## config.mk

```make
export PLATFORM = sky130hd
export DESIGN_NAME = serial_comparator
export DESIGN_NICKNAME = d
export VERILOG_FILES = /design/src/rtl/serial_comparator_pkg.sv /design/src/rtl/serial_comparator_cmp_result_decode.sv /design/src/rtl/serial_comparator.sv
export SDC_FILE = /design/constraint.sdc
export NUM_CORES = 1
export LEC_CHECK = 0
export CAP_MARGIN = 5
export CORE_MARGIN = 1.5
export CORE_UTILIZATION = 43
export DETAILED_ROUTE_END_ITERATION = 10
export PLACE_DENSITY = 0.69
export SKIP_CTS_REPAIR_TIMING = 1
export SLEW_MARGIN = 5
export SYNTH_ARGS = -nofsm -noshare
export SYNTH_HDL_FRONTEND = slang
export SYNTH_SLANG_ARGS = --single-unit
export TNS_END_PERCENT = 10
```

## constraint.sdc

```tcl
create_clock -name clk -period 1.29 [get_ports clk]
set_input_delay 0.258 -clock clk [delete_from_list [all_inputs] [get_ports clk]]
set_output_delay 0.258 -clock clk [all_outputs]
set_load 0.02 [all_outputs]
```

## src/rtl/serial_comparator_pkg.sv

```systemverilog
// Shared types for the serial comparator family: FSM states and compare result.
package serial_comparator_pkg;

  typedef enum logic [1:0] {
    IDLE  = 2'd0,
    SHIFT = 2'd1,
    DONE  = 2'd2
  } state_t;

  typedef enum logic [1:0] {
    EQ = 2'd0,
    GT = 2'd1,
    LT = 2'd2
  } result_t;

endpackage

```

## src/rtl/serial_comparator_cmp_result_decode.sv

```systemverilog
// Combinational one-hot decode of a compare result into gt/lt/eq flags.
module cmp_result_decode
  import serial_comparator_pkg::*;
(
  input  result_t result,
  output logic    gt_c,
  output logic    lt_c,
  output logic    eq_c
);

  // One-hot decode; unused encodings produce all-zero flags
  always_comb begin
    gt_c = 1'b0;
    lt_c = 1'b0;
    eq_c = 1'b0;
    case (result)
      GT:      gt_c = 1'b1;
      LT:      lt_c = 1'b1;
      EQ:      eq_c = 1'b1;
      default: ;
    endcase
  end

endmodule

```

## src/rtl/serial_comparator.sv

```systemverilog
// MSB-first serial magnitude comparator with stall, abort and one-cycle done pulse.
module serial_comparator
  import serial_comparator_pkg::*;
#(
  parameter int unsigned WIDTH = 8
) (
  input  logic clk,
  input  logic rst_n,
  input  logic start,
  input  logic abort,
  input  logic bit_valid,
  input  logic a_bit,
  input  logic b_bit,
  output logic busy,
  output logic done,
  output logic A_gt_B,
  output logic A_lt_B,
  output logic A_equal_B
);

  localparam int unsigned CW = $clog2(WIDTH + 1);

  state_t          state;
  logic [CW-1:0]   cnt;
  logic            decided;
  result_t         pending;
  result_t         pending_nxt;
  logic            gt_c;
  logic            lt_c;
  logic            eq_c;

  // Result after folding in the current bit pair; only the first difference counts
  always_comb begin
    pending_nxt = pending;
    if (!decided && (a_bit != b_bit)) begin
      pending_nxt = a_bit ? GT : LT;
    end
  end

  // Decode the final result so the flags can be loaded together with the DONE entry
  cmp_result_decode u_decode (
    .result (pending_nxt),
    .gt_c   (gt_c),
    .lt_c   (lt_c),
    .eq_c   (eq_c)
  );

  // Frame FSM, bit counter, result tracking and registered result flags
  always_ff @(posedge clk) begin
    if (!rst_n) begin
      state     <= IDLE;
      cnt       <= '0;
      decided   <= 1'b0;
      pending   <= EQ;
      A_gt_B    <= 1'b0;
      A_lt_B    <= 1'b0;
      A_equal_B <= 1'b0;
    end else begin
      case (state)
        IDLE: begin
          if (start && !abort) begin
            state   <= SHIFT;
            cnt     <= '0;
            decided <= 1'b0;
            pending <= EQ;
          end
        end
        SHIFT: begin
          if (abort) begin
            state <= IDLE;
          end else if (bit_valid) begin
            cnt     <= cnt + CW'(1);
            pending <= pending_nxt;
            if (a_bit != b_bit) begin
              decided <= 1'b1;
            end
            if (cnt == CW'(WIDTH - 1)) begin
              state     <= DONE;
              A_gt_B    <= gt_c;
              A_lt_B    <= lt_c;
              A_equal_B <= eq_c;
            end
          end
        end
        DONE: begin
          state <= IDLE;
        end
        default: begin
          state <= IDLE;
        end
      endcase
    end
  end

  // Status outputs are direct decodes of the state register
  assign busy = (state == SHIFT);
  assign done = (state == DONE);

endmodule
```

Figure 1. Clock distribution (run 1).
(12 px per µm)
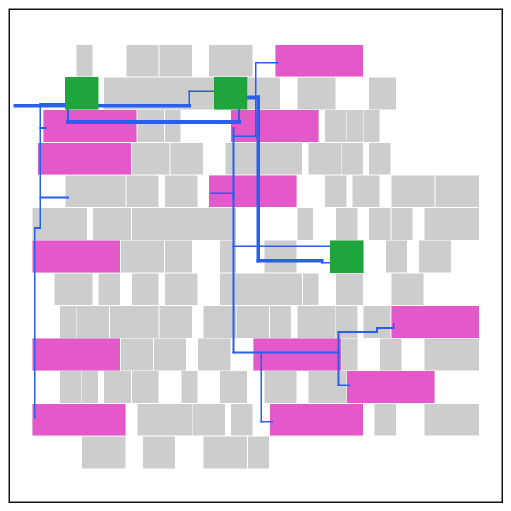
[green] clock drivers | count: 3
[blue] clock wires | length: 159 µm
[magenta] flip-flops | count: 12
routed clock nets	4
clock group share of total power: 0.384
clock-net power: 303 µW
clk_skew: 13.4 ps
Worst-Skew Late Latency: 280 ps

Figure 2. Signal wires on met3 (run 1).
(12 px per µm)
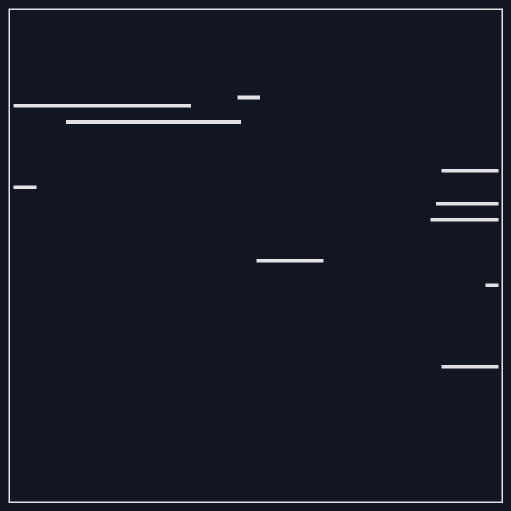
wire length on this layer	57.2 µm
longest straight run	14.5 µm
nets with wire on the layer	8
share of all routed wire	4.0%
main direction	horizontal
via count: 591
Detailed Route WL: 1430 µm
routing usage on met3: 0.0815

Figure 3. Routed metal, one color a layer (run 1).
(6 px per µm)
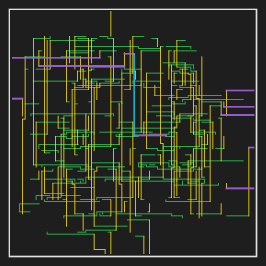
color	layer	wire length
cyan	metal 4	13.6 µm
green	metal 1	626 µm
purple	metal 3	57.2 µm
yellow	metal 2	735 µm
drt wl/cell: 12.8 µm
aggregate global-route resource usage: 0.196

Figure 4. Gate-type map (run 1).
(6 px per µm)
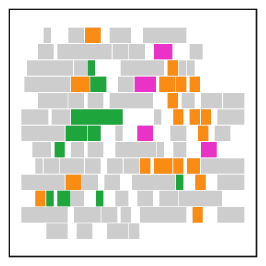
color	family	cells	most used
magenta	non-inverting ao/oa cells	4	o21a_1
orange	aoi and oai cells	19	o21ai_0
green	nand cells	10	nand2_1
most common logic cell in the routed design: buf_4
Finished Layout Cells: 112
multi-input combinational area share: 0.436

==> results.cfg, run 1 <==
; physical design summary
[outcome]
run_status = finished clean

[final_timing]
maxSlewHeadroom = 0.815
setup_viol = 0
rsz0062_at_grt = true
finalHoldViolCount = 0
final-max-slew-violation-count = 0
hold_slack_ps = 474
fin_tns_setup_ps = 0
finalClockPeriodUsage = 0.990
max_freq_ghz = 0.783
final.min_clock_period_ps = 1280
fin_ws_ps = 12.7

[synthesis]
ys_async_sr_fraction = 0
postSynthAreaPerCell_um2 = 8.85
ys_sh_adder = 0.0202
ys_cells = 70
logic_family = simple AND/OR/NAND/NOR gates
synth-edff-count = 0
syn_inst = 70
netlist_area_um2 = 619
ys_types = 33
aoi_share = 0.234
muxShareOfSynthArea = 0.0182

[detailed_routing]
top_layer = met4
drc_errors = 0
antenna_left = 0
m1WireLength_um = 625
wl_met2_um = 735
drtPass1Iterations = 3
met3_length_um = 57

[layout]
non_clock_buffer_area_share = 0.227
ff_count = 12
area_share_clock_buf_inv = 0.0397
nNetsFinal = 106
fin_area_um2 = 913
clkbuf_count = 4
utilization = 0.693
inverters_excl_clock = 2
area_growth_pct = 47.5
num-multi-input-gates = 55
layout_top_cells = 13 x buf_4, 8 x dfxtp_1, 8 x o21ai_0
flop_area_um2 = 245
seq_share = 0.268

[worst_setup_path]
critPathMaxStageDelay_ps = 490
cp.required_ps = 1470
path_delay_family = buffers and inverters
r2r_start = state[0]
r2r_end = cnt[2]
cp.depth = 5
reg2regPathDepth = 5
cp-end-kind = flip-flop
crit_start = abort
worst-endpoint-arrival_ps = 1450
crit_end = A_gt_B

[global_route]
met2_usage = 0.367
gr-max-usage-layer = met2
grt-ovfl-total = 0
use_met1 = 0.184
grt_pass1_vias = 527
grt_antenna_before_repair = 0

[power_and_ir_drop]
powerDensity_mw_per_mm2 = 864
p_total_uw = 789
vdd_ir_drop_max_v = 0.000741

[placement]
place_hpwl_um = 989
place_area_um2 = 841
dp_slack_ps = -337

[hold_path]
hold_class = reg -> reg
whs_path_depth = 2
hp-start = A_equal_B

[clocking]
clk_pin_slew_ps = 80
h-tree-depth = 1
cts-buffers-inserted = 3
cts_tree = done
clockBufferDepth = 2

[job]
warnings = 27

[die]
coreArea_mm2 = 0.00132
num_rows = 13
==> run 1: report_power, final <==
part | internal, µW | leakage, µW | switching (µW)
combinational | 56.6 | 0.000325 | 48.7
sequential | 375 | 0.0000988 | 5.52
clock | 172 | 0.0000210 | 131
==> run 1: cell usage after synthesis (2+ instances only) <==
master | number | share of area
nor2b_1 | 4 | 0.040
nand2_1 | 5 | 0.030
o21ai_0 | 8 | 0.065
o21a_1 | 2 | 0.024
dfxtp_1 | 12 | 0.39
nor2_1 | 6 | 0.036
xor2_1 | 2 | 0.028
a21oi_1 | 4 | 0.032
inv_1 | 2 | 0.012
nand3_1 | 2 | 0.016
==> run 1: flip-flops by register name, summed over array words and instances, names as in the netlist <==
signal     cells
cnt            4
A_gt_B         1
decided        1
A_equal_B      1
state          2
pending        2
A_lt_B         1
Figure 5. The clock network (run 1).
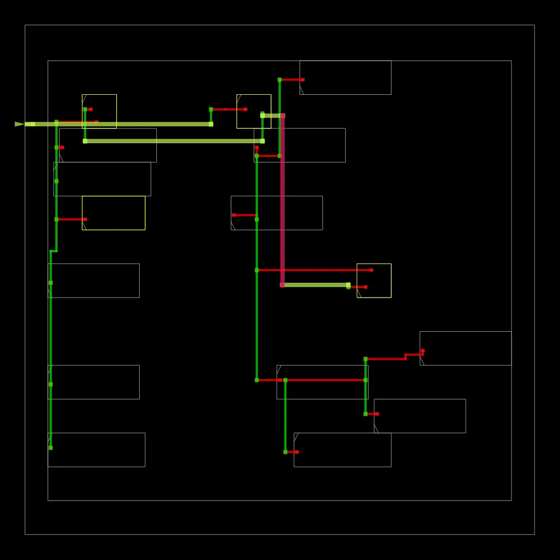

==> run 2, diff against run 1 <==
Settings changed: CORE_AREA set to 2 2 39 41, CORE_MARGIN 1.5 to unset, CORE_UTILIZATION 43 to unset, DIE_AREA set to 0 0 41 43, PLACE_DENSITY 0.69 to 0.71.
Clock period 1.29 ns to 1.6 ns, I/O delays scaled along.
Figure 6. The clock network (run 2).
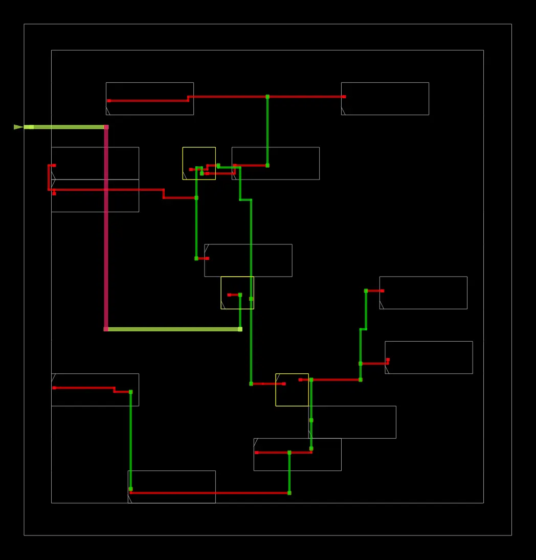
# clk buffers: 3
Worst-Skew Late Latency: 270 ps

Figure 7. Clock distribution (run 2).
(12 px per µm)
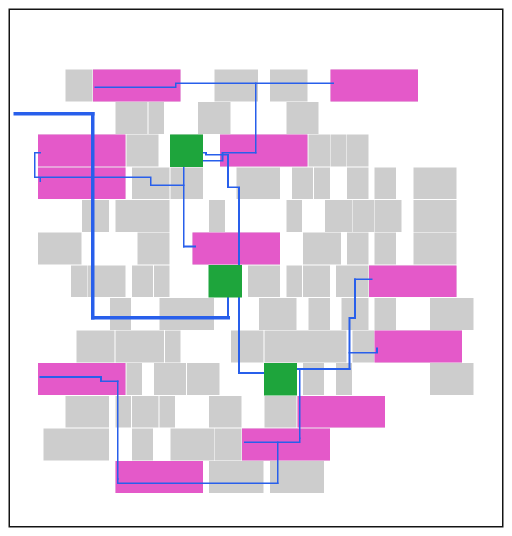
[green] clock drivers | count: 3
[magenta] flip-flops | count: 12
[blue] clock wires | length: 182 µm
flops lie	spread over the die
routed clock nets	4
clock group share of total power: 0.328
clock-net power: 184 µW
clk_skew: 1.65 ps

Figure 8. Routed metal, one color a layer (run 2).
(6 px per µm)
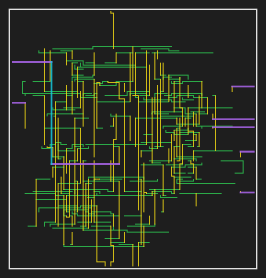
color	layer	wire length
yellow	metal 2	597 µm
cyan	metal 4	17.0 µm
green	metal 1	611 µm
purple	metal 3	41.3 µm
drt wl/cell: 12.3 µm
via count: 548
Detailed Route WL: 1270 µm
aggregate global-route resource usage: 0.173

==> run 2 against run 1 <==
  * Synthesized cell count is the same
  * Die area grew 5.1%
  * Non-clock buffer count shrank 9
  * Clock power shrank 39%
  * Cell area shrank 12%
  * First-iteration DRC count grew 60%
==> results.cfg, run 2 <==
; physical design summary
[outcome]
run_status = finished clean

[synthesis]
syn_inst = 70
topCellsByArea = dfxtp_1 39%, o21ai_0 6.5%, nor2b_1 4.0%
top_area_cell = dfxtp_1
muxShareOfSynthArea = 0.0182
netlist_area_um2 = 619
ys_async_sr_fraction = 0
ys_types = 33
synth-edff-count = 0
postSynthAreaPerCell_um2 = 8.85
ys_cells = 70
logic_family = simple AND/OR/NAND/NOR gates
aoi_share = 0.234
yosysTopAreaCellShare = 0.388

[layout]
seq_share = 0.300
top_regs = cnt (4), pending (2), state (2)
ff_count = 12
flop_area_um2 = 240
non_clock_buffer_area_share = 0.181
layout_top_cells = 12 x dfxtp_1, 9 x clkdlybuf4s50_1, 8 x o21ai_0
layout_top_cell = dfxtp_1
num-multi-input-gates = 55
top_register = cnt
nNetsFinal = 97
signal_buffers = 15
drive_above_1_share = 0.161
largest_register_ffs = 4
inverters_excl_clock = 2
comb_share = 0.457
area_share_clock_buf_inv = 0.0281

[final_timing]
final-max-slew-violation-count = 0
setup_viol = 0
rsz0062_at_grt = false
fin_ws_ps = 70.7
finalClockPeriodUsage = 0.956
finalHoldViolCount = 0
hold_slack_ps = 457
maxSlewHeadroom = 0.825
final.min_clock_period_ps = 1530
max_freq_ghz = 0.654

[global_route]
gr-max-usage-layer = met2
grt_antenna_before_repair = 0
grt_pass1_vias = 452
met2_usage = 0.253
globalRouteMet3Util = 0.0628
grt-ovfl-total = 0
use_met1 = 0.206

[clocking]
h-tree-depth = 1
cts-buffers-inserted = 3
clk_pin_slew_ps = 70
cts_tree = done
clockBufferDepth = 2

[hold_path]
hold_class = reg -> reg

[placement]
place_hpwl_um = 925
dp_slack_ps = -103

[detailed_routing]
met3_length_um = 41
top_layer = met4
drtPass1Iterations = 3
antenna_left = 0
wl_met2_um = 596
drt_iter0_drc = 8

[power_and_ir_drop]
p_total_uw = 561
power.share.switching = 0.241
pg_seq_uw = 306
vdd_ir_drop_max_v = 0.000426
power.internal_uw = 426
powerDensity_mw_per_mm2 = 699
power-top-group = registers
power_frac_seq = 0.547
power.switching_uw = 135
p_comb_frac = 0.126

[job]
warnings = 26

[worst_setup_path]
worst-endpoint-arrival_ps = 1210
critPathMaxStageDelay_ps = 600
path_delay_family = buffers and inverters
cp.required_ps = 1280
cp-end-kind = primary output

[die]
coreArea_mm2 = 0.00138
num_rows = 14
run 2: cell types whose count changed in the layout (fill, tap and decap cells not counted), moves of 2 or more:
cell,change
dfxtp_2,-4
buf_4,-9
dlymetal6s2s_1,-2
clkdlybuf4s50_1,+4
dfxtp_1,+4
run 2: path summary, 6_finish.rpt:
check                           startpoint        end  slack (ps)  cells after the start
worst max-delay path                A_lt_B     A_lt_B          70                      1
worst min-delay path             A_equal_B  A_equal_B         460                      2
worst max register to register      cnt[0]     A_gt_B         200                      5
worst min register to register   A_equal_B  A_equal_B         460                      2
run 2: through the flow:
stage               instances   util  cell area (µm²)  TNS, ps
finish                    103  0.580              802        0
global route              103  0.580              802        0
CTS                       103  0.576              797     -344
detailed placement        100  0.560              774     -291
global placement          100  0.560              774    -78.6
floorplan                  70      -              619        0
Figure 9. Signal wires on met3 (run 2).
(12 px per µm)
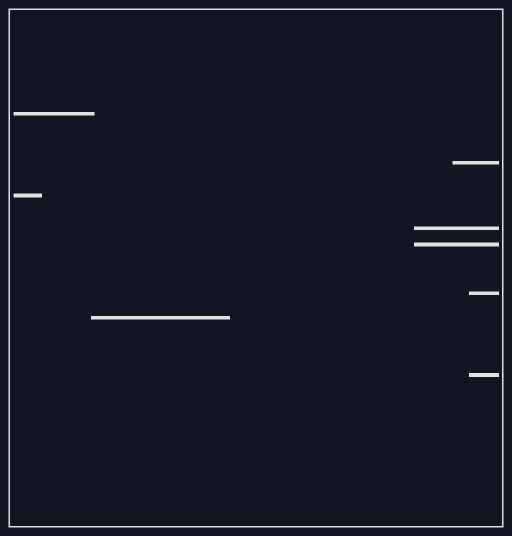

==> run 3, diff against run 2 <==
Settings changed: GPL_TIMING_DRIVEN set to 0.
Figure 10. Signal wires on met3 (run 3).
(12 px per µm)
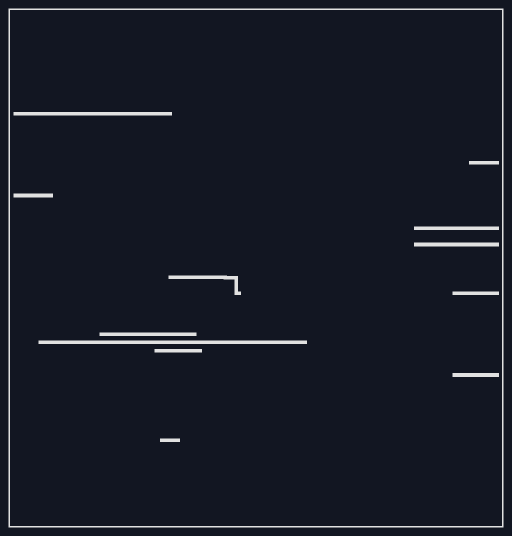
nets with wire on the layer	11
longest straight run	22.1 µm
wire length on this layer	80.8 µm
main direction	horizontal
share of all routed wire	6.9%
Detailed Route WL: 1170 µm
routing usage on met3: 0.0314
via count: 544

Figure 11. Routed metal, one color a layer (run 3).
(6 px per µm)
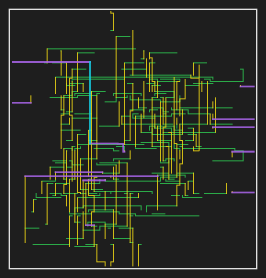
color	layer	wire length
purple	metal 3	80.8 µm
green	metal 1	550 µm
cyan	metal 4	13.6 µm
yellow	metal 2	523 µm
aggregate global-route resource usage: 0.156
drt wl/cell: 11.6 µm

Figure 12. The clock network (run 3).
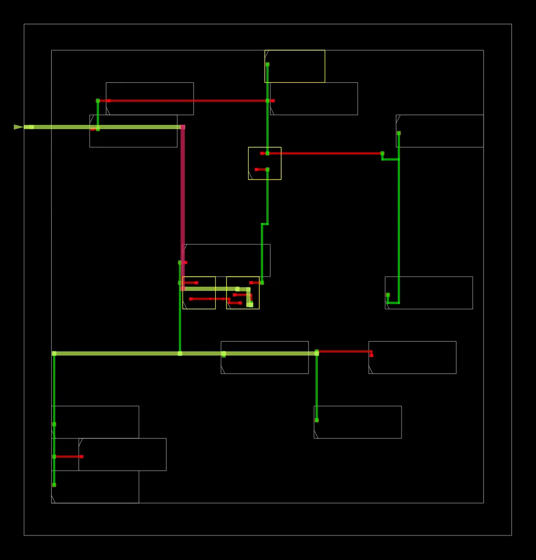
Flops: 12
Worst-Skew Late Latency: 260 ps

==> run 3 against run 2 <==
  * Die area is the same
  * Hold slack is essentially flat
  * Wire length shrank 7.7%
  * Via count shrank 0.73%
  * Count of clock-buffer cells in the layout grew 1
  * Core utilization shrank 0.81 points
  * Register-to-register slack gained 20 ps
==> results.cfg, run 3 <==
; physical design summary
[layout]
nNetsFinal = 94
layout_top_cell = dfxtp_1
area_growth_pct = 27.7
utilization = 0.571
fin_cells = 101

[global_route]
met2_usage = 0.231
grt_antenna_before_repair = 0
use_met1 = 0.206
grt_pass1_vias = 441

[placement]
dp_slack_ps = -136
dp.cells = 97

[job]
warnings = 26

[die]
num_rows = 14
coreArea_mm2 = 0.00138

[synthesis]
topCellsByArea = dfxtp_1 39%, o21ai_0 6.5%, nor2b_1 4.0%
yosysTopAreaCellShare = 0.388
ys_cells = 70
syn_inst = 70
synth-edff-count = 0
synth.most_common_cell = dfxtp_1
top_area_cell = dfxtp_1
netlist_area_um2 = 619
ys_types = 33
ys_async_sr_fraction = 0

[outcome]
run_status = finished clean

[power_and_ir_drop]
powerDensity_mw_per_mm2 = 770
vdd_ir_drop_max_v = 0.000487

[final_timing]
setup_viol = 0
finalClockPeriodUsage = 0.952
max_freq_ghz = 0.657
rsz0062_at_grt = false
skew_ps = 2.00
final-max-slew-violation-count = 0
finalHoldViolCount = 0

[worst_setup_path]
cp-end-kind = primary output
critPathMaxStageDelay_ps = 600
path_delay_family = buffers and inverters
crit_start = A_lt_B

[clocking]
cts_tree = done
clockBufferDepth = 2
h-tree-depth = 1

[detailed_routing]
antenna_left = 0
drt_iter0_drc = 11
run 3: cell count changes in the layout (fill, tap and decap cells not counted):
cell	previous run	this run
buf_4	4	0
clkbuf_8	0	1
buf_2	0	1
run 3: cell type report:
| type | count | area share |
|---|---|---|
| multi-input cells | 55 | 0.464 |
| flip-flops and latches | 12 | 0.304 |
| repair buffers | 11 | 0.146 |
| clock buffers | 4 | 0.0459 |
| well taps | 16 | 0.0253 |
| inverters | 2 | 0.00949 |
| plain buffers | 1 | 0.00633 |
run 3: final timing paths:
check / slack, ps / endpoint / cells past startpoint
setup / recovery: 80 / A_lt_B / 1
hold / removal: 460 / A_equal_B / 2
setup reg to reg: 220 / A_gt_B / 5
hold reg to reg: 460 / A_equal_B / 2
run 3: report_power, final:
part           switching, µW  internal (µW)
clock network            101            138
registers               4.75            302
logic                   32.5           31.2
Power is estimated from default activity; no workload was simulated.
